===== src/rtl/sdram_pattern_tester.sv =====
`timescale 1ns/1ps
// sdram_pattern_tester: self-running write/readback pattern test in front of the SDRAM
// controller. Writes a pattern over [addr_lo..addr_hi], reads it back and records miscompares.
module sdram_pattern_tester #(
   parameter int                ADDR_W       = 24,
   parameter int                DATA_W       = 16,
   parameter int                ERR_CNT_W    = 16,
   parameter int                BUSY_TIMEOUT = 255,
   parameter bit                STOP_ON_ERR  = 1'b0,
   parameter logic [DATA_W-1:0] LFSR_TAPS    = 16'hB400
) (
   input  logic                 CLK,
   input  logic                 RST,
   input  logic                 start,
   input  logic                 abort,
   input  logic [1:0]           mode,
   input  logic [DATA_W-1:0]    seed,
   input  logic [ADDR_W-1:0]    addr_lo,
   input  logic [ADDR_W-1:0]    addr_hi,
   output logic                 wt_start_trig,
   input  logic                 wt_busy_flag,
   output logic [ADDR_W-1:0]    WT_ADR,
   output logic [DATA_W-1:0]    WT_DATA,
   output logic                 rd_start_trig,
   input  logic                 rd_busy_flag,
   output logic [ADDR_W-1:0]    RD_ADR,
   input  logic [DATA_W-1:0]    RD_DATA,
   output logic                 running,
   output logic                 done,
   output logic                 pass,
   output logic                 timeout,
   output logic                 cfg_err,
   output logic [ERR_CNT_W-1:0] err_cnt,
   output logic [ADDR_W-1:0]    err_adr,
   output logic [DATA_W-1:0]    err_exp,
   output logic [DATA_W-1:0]    err_got,
   output logic [ADDR_W-1:0]    cur_adr
);

   localparam int                TMR_W    = $clog2(BUSY_TIMEOUT + 1);
   localparam logic [TMR_W-1:0]  TMR_LAST = TMR_W'(BUSY_TIMEOUT - 1);
   localparam logic [DATA_W-1:0] CHK_ODD  = {(DATA_W/2){2'b01}};
   localparam logic [DATA_W-1:0] CHK_EVEN = {(DATA_W/2){2'b10}};

   typedef enum logic [3:0] {
      IDLE, WR_REQ, WR_ACK, WR_DONE, RD_REQ, RD_ACK, RD_DONE, RD_CMP, DONE
   } state_t;

   state_t               state, state_nxt;
   logic [ADDR_W-1:0]    lo_r, hi_r;
   logic [1:0]           mode_r;
   logic [DATA_W-1:0]    seed_r, seed_fix;
   logic [DATA_W-1:0]    lfsr, lfsr_nxt;
   logic [TMR_W-1:0]     timer;
   logic [DATA_W-1:0]    addr_pat, walk, pat;
   logic [ADDR_W-1:0]    bit_idx;
   logic                 last, tmr_exp, miscmp, cfg_bad;

   // Address pattern: low address bits, zero-extended when the address is narrower.
   generate
      if (ADDR_W >= DATA_W) begin : g_apat_trunc
         assign addr_pat = cur_adr[DATA_W-1:0];
      end else begin : g_apat_ext
         assign addr_pat = {{(DATA_W-ADDR_W){1'b0}}, cur_adr};
      end
   endgenerate

   assign bit_idx  = cur_adr % ADDR_W'(DATA_W);
   assign walk     = DATA_W'(1) << bit_idx;
   assign lfsr_nxt = (lfsr >> 1) ^ (lfsr[0] ? LFSR_TAPS : '0);
   assign seed_fix = (seed == '0) ? DATA_W'(1) : seed;

   always_comb begin
      pat = addr_pat;
      case (mode_r)
         2'd1:    pat = walk;
         2'd2:    pat = cur_adr[0] ? CHK_ODD : CHK_EVEN;
         2'd3:    pat = lfsr;
         default: pat = addr_pat;
      endcase
   end

   assign last    = (cur_adr == hi_r);
   assign tmr_exp = (timer == TMR_LAST);
   assign miscmp  = (RD_DATA != pat);
   assign cfg_bad = (addr_lo > addr_hi);

   assign wt_start_trig = (state == WR_REQ);
   assign rd_start_trig = (state == RD_REQ);
   assign WT_ADR        = cur_adr;
   assign RD_ADR        = cur_adr;
   assign WT_DATA       = pat;
   assign running       = (state != IDLE) && (state != DONE);

   always_comb begin
      state_nxt = state;
      if (abort) begin
         state_nxt = IDLE;
      end else begin
         case (state)
            IDLE, DONE: if (start) state_nxt = cfg_bad ? DONE : WR_REQ;
            WR_REQ:     state_nxt = WR_ACK;
            WR_ACK: begin
               if (wt_busy_flag) state_nxt = WR_DONE;
               else if (tmr_exp) state_nxt = DONE;
            end
            WR_DONE: begin
               if (!wt_busy_flag) state_nxt = last ? RD_REQ : WR_REQ;
               else if (tmr_exp)  state_nxt = DONE;
            end
            RD_REQ:     state_nxt = RD_ACK;
            RD_ACK: begin
               if (rd_busy_flag) state_nxt = RD_DONE;
               else if (tmr_exp) state_nxt = DONE;
            end
            RD_DONE: begin
               if (!rd_busy_flag) state_nxt = RD_CMP;
               else if (tmr_exp)  state_nxt = DONE;
            end
            RD_CMP: begin
               if ((miscmp && STOP_ON_ERR) || last) state_nxt = DONE;
               else                                 state_nxt = RD_REQ;
            end
            default:    state_nxt = IDLE;
         endcase
      end
   end

   always_ff @(posedge CLK or posedge RST) begin
      if (RST) begin
         state   <= IDLE;
         timer   <= '0;
         lo_r    <= '0;
         hi_r    <= '0;
         mode_r  <= '0;
         seed_r  <= DATA_W'(1);
         lfsr    <= DATA_W'(1);
         cur_adr <= '0;
         done    <= 1'b0;
         pass    <= 1'b0;
         timeout <= 1'b0;
         cfg_err <= 1'b0;
         err_cnt <= '0;
         err_adr <= '0;
         err_exp <= '0;
         err_got <= '0;
      end else begin
         state <= state_nxt;
         // Timer counts cycles spent in the current state; any transition restarts it.
         timer <= (state_nxt != state) ? '0 : timer + TMR_W'(1);
         if (abort) begin
            done <= 1'b0;
            pass <= 1'b0;
         end else begin
            case (state)
               IDLE, DONE: if (start) begin
                  lo_r    <= addr_lo;
                  hi_r    <= addr_hi;
                  mode_r  <= mode;
                  seed_r  <= seed_fix;
                  pass    <= 1'b0;
                  timeout <= 1'b0;
                  if (cfg_bad) begin
                     cfg_err <= 1'b1;
                     done    <= 1'b1;
                  end else begin
                     cfg_err <= 1'b0;
                     done    <= 1'b0;
                     err_cnt <= '0;
                     err_adr <= '0;
                     err_exp <= '0;
                     err_got <= '0;
                     cur_adr <= addr_lo;
                     lfsr    <= seed_fix;
                  end
               end
               WR_ACK, RD_ACK: if (!(state == WR_ACK ? wt_busy_flag : rd_busy_flag) && tmr_exp) begin
                  timeout <= 1'b1;
                  done    <= 1'b1;
               end
               WR_DONE: begin
                  if (!wt_busy_flag) begin
                     if (last) begin
                        cur_adr <= lo_r;
                        lfsr    <= seed_r;
                     end else begin
                        cur_adr <= cur_adr + ADDR_W'(1);
                        lfsr    <= lfsr_nxt;
                     end
                  end else if (tmr_exp) begin
                     timeout <= 1'b1;
                     done    <= 1'b1;
                  end
               end
               RD_DONE: if (rd_busy_flag && tmr_exp) begin
                  timeout <= 1'b1;
                  done    <= 1'b1;
               end
               RD_CMP: begin
                  if (miscmp) begin
                     if (err_cnt != '1) err_cnt <= err_cnt + ERR_CNT_W'(1);
                     // The counter never wraps back to zero, so zero marks "no error yet".
                     if (err_cnt == '0) begin
                        err_adr <= cur_adr;
                        err_exp <= pat;
                        err_got <= RD_DATA;
                     end
                  end
                  if ((miscmp && STOP_ON_ERR) || last) begin
                     done <= 1'b1;
                     pass <= !miscmp && (err_cnt == '0) && !timeout && !cfg_err;
                  end else begin
                     cur_adr <= cur_adr + ADDR_W'(1);
                     lfsr    <= lfsr_nxt;
                  end
               end
               default: ;
            endcase
         end
      end
   end

endmodule


===== config.mk =====
export PLATFORM = sky130hd
export DESIGN_NAME = sdram_pattern_tester
export DESIGN_NICKNAME = d
export VERILOG_FILES = /design/src/rtl/sdram_pattern_tester.sv
export SDC_FILE = /design/constraint.sdc
export NUM_CORES = 1
export LEC_CHECK = 0
export ABC_AREA = 0
export CAP_MARGIN = 20
export CORE_MARGIN = 2
export CORE_UTILIZATION = 53
export CTS_BUF_LIST = sky130_fd_sc_hd__clkbuf_8
export DETAILED_ROUTE_END_ITERATION = 16
export PLACE_DENSITY = 0.83
export SYNTH_ARGS = -nofsm -noshare
export SYNTH_HDL_FRONTEND = slang
export SYNTH_SLANG_ARGS = --single-unit
export TNS_END_PERCENT = 1

===== constraint.sdc =====
create_clock -name CLK -period 9.8 [get_ports CLK]
set_input_delay 2.94 -clock CLK [delete_from_list [all_inputs] [get_ports CLK]]
set_output_delay 2.94 -clock CLK [all_outputs]
set_load 0.02 [all_outputs]

### Placement density heat map

Drawn at 2 px/micron. The die is cut into 15 by 15 equal tiles; dark blue is low, red is high, 0 to 100% covered.
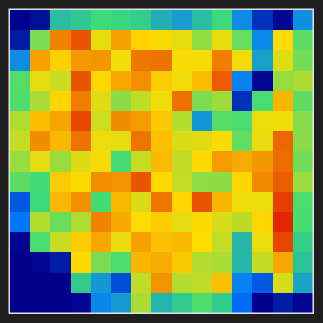
nearly empty tiles: 6.7%
fullest tile: 96%
tiles over 75% full: 33%
emptiest ninth of the die: lower left
mean over tiles: 60%
Core Util at FP: 54.37%
Core Util, Final: 66.95%
Placeable Area: 21150 sq um

### Cell sizes after repair

Drawn at 2 px/micron.
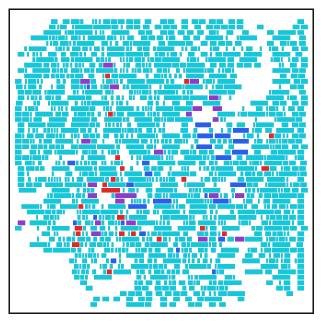
| size | color | cells | most used |
|---|---|---|---|
| _2 cells | blue | 26 | mux4_2 |
| _3 and _4 cells | red | 22 | buf_4 |
| _0 and _1 cells | cyan | 1409 | nand2_1 |
| _6 and larger | purple | 23 | clkbuf_8 |

### Placement view

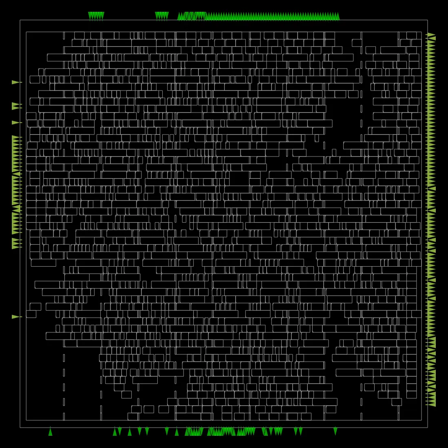
tap cell count: 275
fin cells: 1755

==> flow_metrics.py <==
# Generated from Yosys and OpenROAD reports
metrics = {
    "outcome": {
        "status": "complete, no violations",
    },
    "detailed_routing": {
        "met3_wirelength_microns": 3291,
        "drc_errors": 0,
        "wl_met1_microns": 13910,
        "drtIter0Drc": 1153,
        "top_layer": "met4",
    },
    "power_and_ir_drop": {
        "ir_worst_vdd_mv": 0.09906,
        "p_leak_uw": 0.006021,
        "power_density_nw_per_um2": 184.9,
    },
    "place": {
        "portBuffers": 254,
        "gp_congestion": 0.8862,
        "post-dp-hpwl_microns": 24730,
        "dp_cells": 1724,
    },
    "logic_synthesis": {
        "yosys_most_used_dff": "dfrtp_1",
        "postSynth.asyncResetShare_pct": 100.0,
        "yosysUniqueCellTypes": 68,
        "yosys.area.top_type": "dfrtp_1",
        "ys_seq_share_pct": 42.23,
    },
    "hold_path": {
        "min-delay-start": "lo_r[23]",
    },
    "die": {
        "die_area_sq_um": 22890,
        "rows": 53,
        "die.size.y_microns": 151.3,
    },
    "clocking": {
        "clockBufferDepth": 2,
        "cts_tree": "built",
        "cts-resized-gates": 0,
        "cts.sinks": 194,
    },
    "global_routing": {
        "grt_overflow": 0,
        "grt_pass1_vias": 10034,
        "met1_usage_pct": 40.93,
        "grt.met3_usage_pct": 5.964,
        "grt_use_total_pct": 30.47,
    },
    "setup_path": {
        "critical_path.top_delay_family": "buffers and inverters",
        "crit_arrival_ps": 3410,
        "end_kind": "output port",
        "cp.required_ps": 6860,
        "crit_type": "reg -> out",
        "slowest_stage": "dfrtp_1",
        "path_max_fanout": 19,
        "crit_buf_inv": 2,
        "r2r_start": "RD_ADR[0]",
        "critPathLaunch": "RD_ADR[0]",
    },
    "sta": {
        "worstMarginPinSlew_ps": 1083,
        "fin_worst_skew_ps": 18.78,
        "setup_viol": 0,
        "maxSlewViolCount": 0,
        "slew_headroom_pct": 27.61,
        "final-hold-violation-count": 0,
        "fin_crit_sh_pct": 64.79,
        "fmax_mhz": 157.5,
    },
    "cells_and_area": {
        "clkbuf_count": 18,
        "seq_share_pct": 34.30,
        "layout.nonclk_buf_share_pct": 18.59,
        "comb_area_sq_um": 5593,
    },
    "run": {
        "max_cap_viol_count": 0,
        "tool_warnings": 34,
    },
}
### Port wiring

Drawn at 2 px/micron.
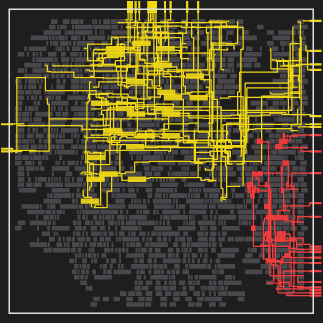
| port | color | bits | direction | edge | end cells | buffers | wire |
|---|---|---|---|---|---|---|---|
| RD_ADR | yellow | 24 | output | 14 top, 7 right, 3 left | 24 | 24 | 4900 microns |
| RD_DATA | red | 16 | input | right | 35 | 16 | 868 microns |

### Metal 1

Drawn at 4 px/micron. Supply wires on this layer in gray.
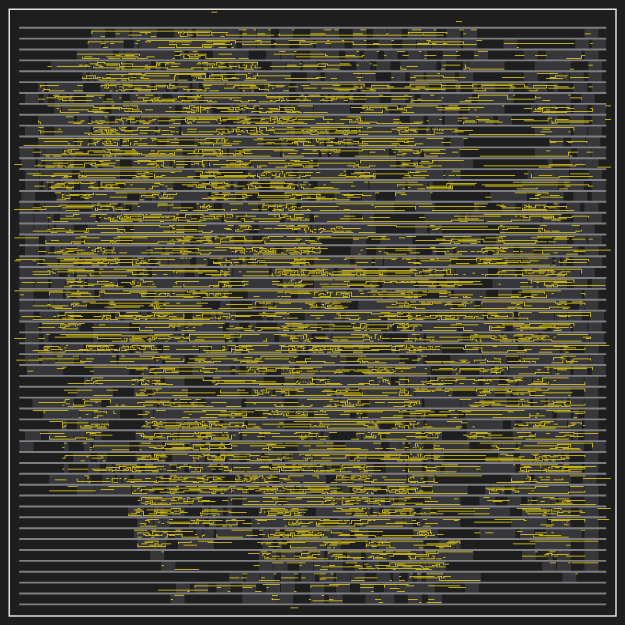
longest straight run: 45.1 microns
wire length on this layer: 13900 microns
share of all routed wire: 40%

==> cell usage after synthesis, types with 3 or more instances <==
| cell | n |
|---|---|
| nand2_1 | 260 |
| dfrtp_1 | 192 |
| inv_1 | 98 |
| o21ai_0 | 84 |
| nor2_1 | 80 |
| clkbuf_1 | 56 |
| buf_4 | 51 |
| mux2i_1 | 48 |
| a21oi_1 | 40 |
| ha_1 | 34 |
| xnor2_1 | 34 |
| a222oi_1 | 31 |
| nor3_1 | 24 |
| nand3_1 | 23 |
| nand4_1 | 21 |
| xor2_1 | 15 |
| o31ai_1 | 13 |
| a221oi_1 | 12 |
| and2_1 | 12 |
| o21ai_1 | 12 |
| and3_1 | 11 |
| buf_2 | 11 |
| mux2_1 | 11 |
| nor4_1 | 11 |
| mux4_2 | 10 |
| a31oi_1 | 7 |
| buf_6 | 7 |
| a211oi_1 | 6 |
| nor2b_1 | 6 |
| o211ai_1 | 6 |
| o22ai_1 | 6 |
| or4_1 | 6 |
| and3b_1 | 5 |
| or3_1 | 5 |
| a22oi_1 | 4 |
| mux2_2 | 4 |
| or2_2 | 4 |
| a2bb2oi_1 | 3 |
| and2_0 | 3 |
| and4_1 | 3 |
| nand3b_1 | 3 |
| nor4b_1 | 3 |
==> power by group <==
group	internal, uW	switching, uW	leakage, uW
logic	450	513	0.00331
registers	915	236	0.00253
clock network	206	297	0.000180
==> tightest hold or removal path: stages (launching register included) <==
cell,delay (ps)
dfrtp_1,350
nand2_1,50
nand2_1,50
==> kinds of logic after synthesis <==
kind of cell,count (synthesis),share of synthesized area [%]
flip-flops,194,42.23
multiplexers,73,7.604
AND-OR/OR-AND,247,14.07
XOR/XNOR,49,3.732
adder cells (fa/ha/maj),34,3.699
AND/OR/NAND/NOR,488,19.11
buffers and inverters,224,9.552
==> registers in the layout, indices dropped and copies added, names as in the netlist, 8 cells and up <==
signal	count
timer	8
RD_ADR	24
lo_r	24
err_got	16
err_adr	24
hi_r	24
err_exp	16
err_cnt	16
lfsr	16
seed_r	16
==> layout by cell type, fill, tap and decap left out, types with 11 or more instances in the layout <==
cell type,instances
mux2i_1,48
clkdlybuf4s50_1,254
a21oi_1,40
buf_4,12
clkbuf_8,18
nor3_1,23
and3_1,11
o21ai_1,12
o31ai_1,13
xnor2_1,34
nand2_1,259
mux2_1,11
nor2_1,77
and2_1,12
ha_1,34
nand3_1,23
dfrtp_1,192
o21ai_0,84
a222oi_1,31
inv_1,99
nand4_1,21
a221oi_1,12
nor4_1,11
xor2_1,15
==> per-stage QoR <==
stage               power (uW)  worst slack, ps  hold slack [ps]
global placement          2090             3137            453.8
finish                    2618             3451            483.5
CTS                       2612             3520            484.6
global route              2748             3257            503.5
floorplan                 1713             1579            441.7
detailed placement        2119             3061            460.3
==> final timing paths <==
check	to	depth (start not counted)	slack, ps
setup / recovery	WT_DATA[2]	6	3450
hold / removal	lo_r[23]	2	480
setup reg to reg	err_adr[6]	12	5080
hold reg to reg	lo_r[23]	2	480
max in group asynchronous	seed_r[1]	3	5220
min in group asynchronous	timer[1]	2	3020
No activity file was given, so power comes from the tool's default toggle rates.
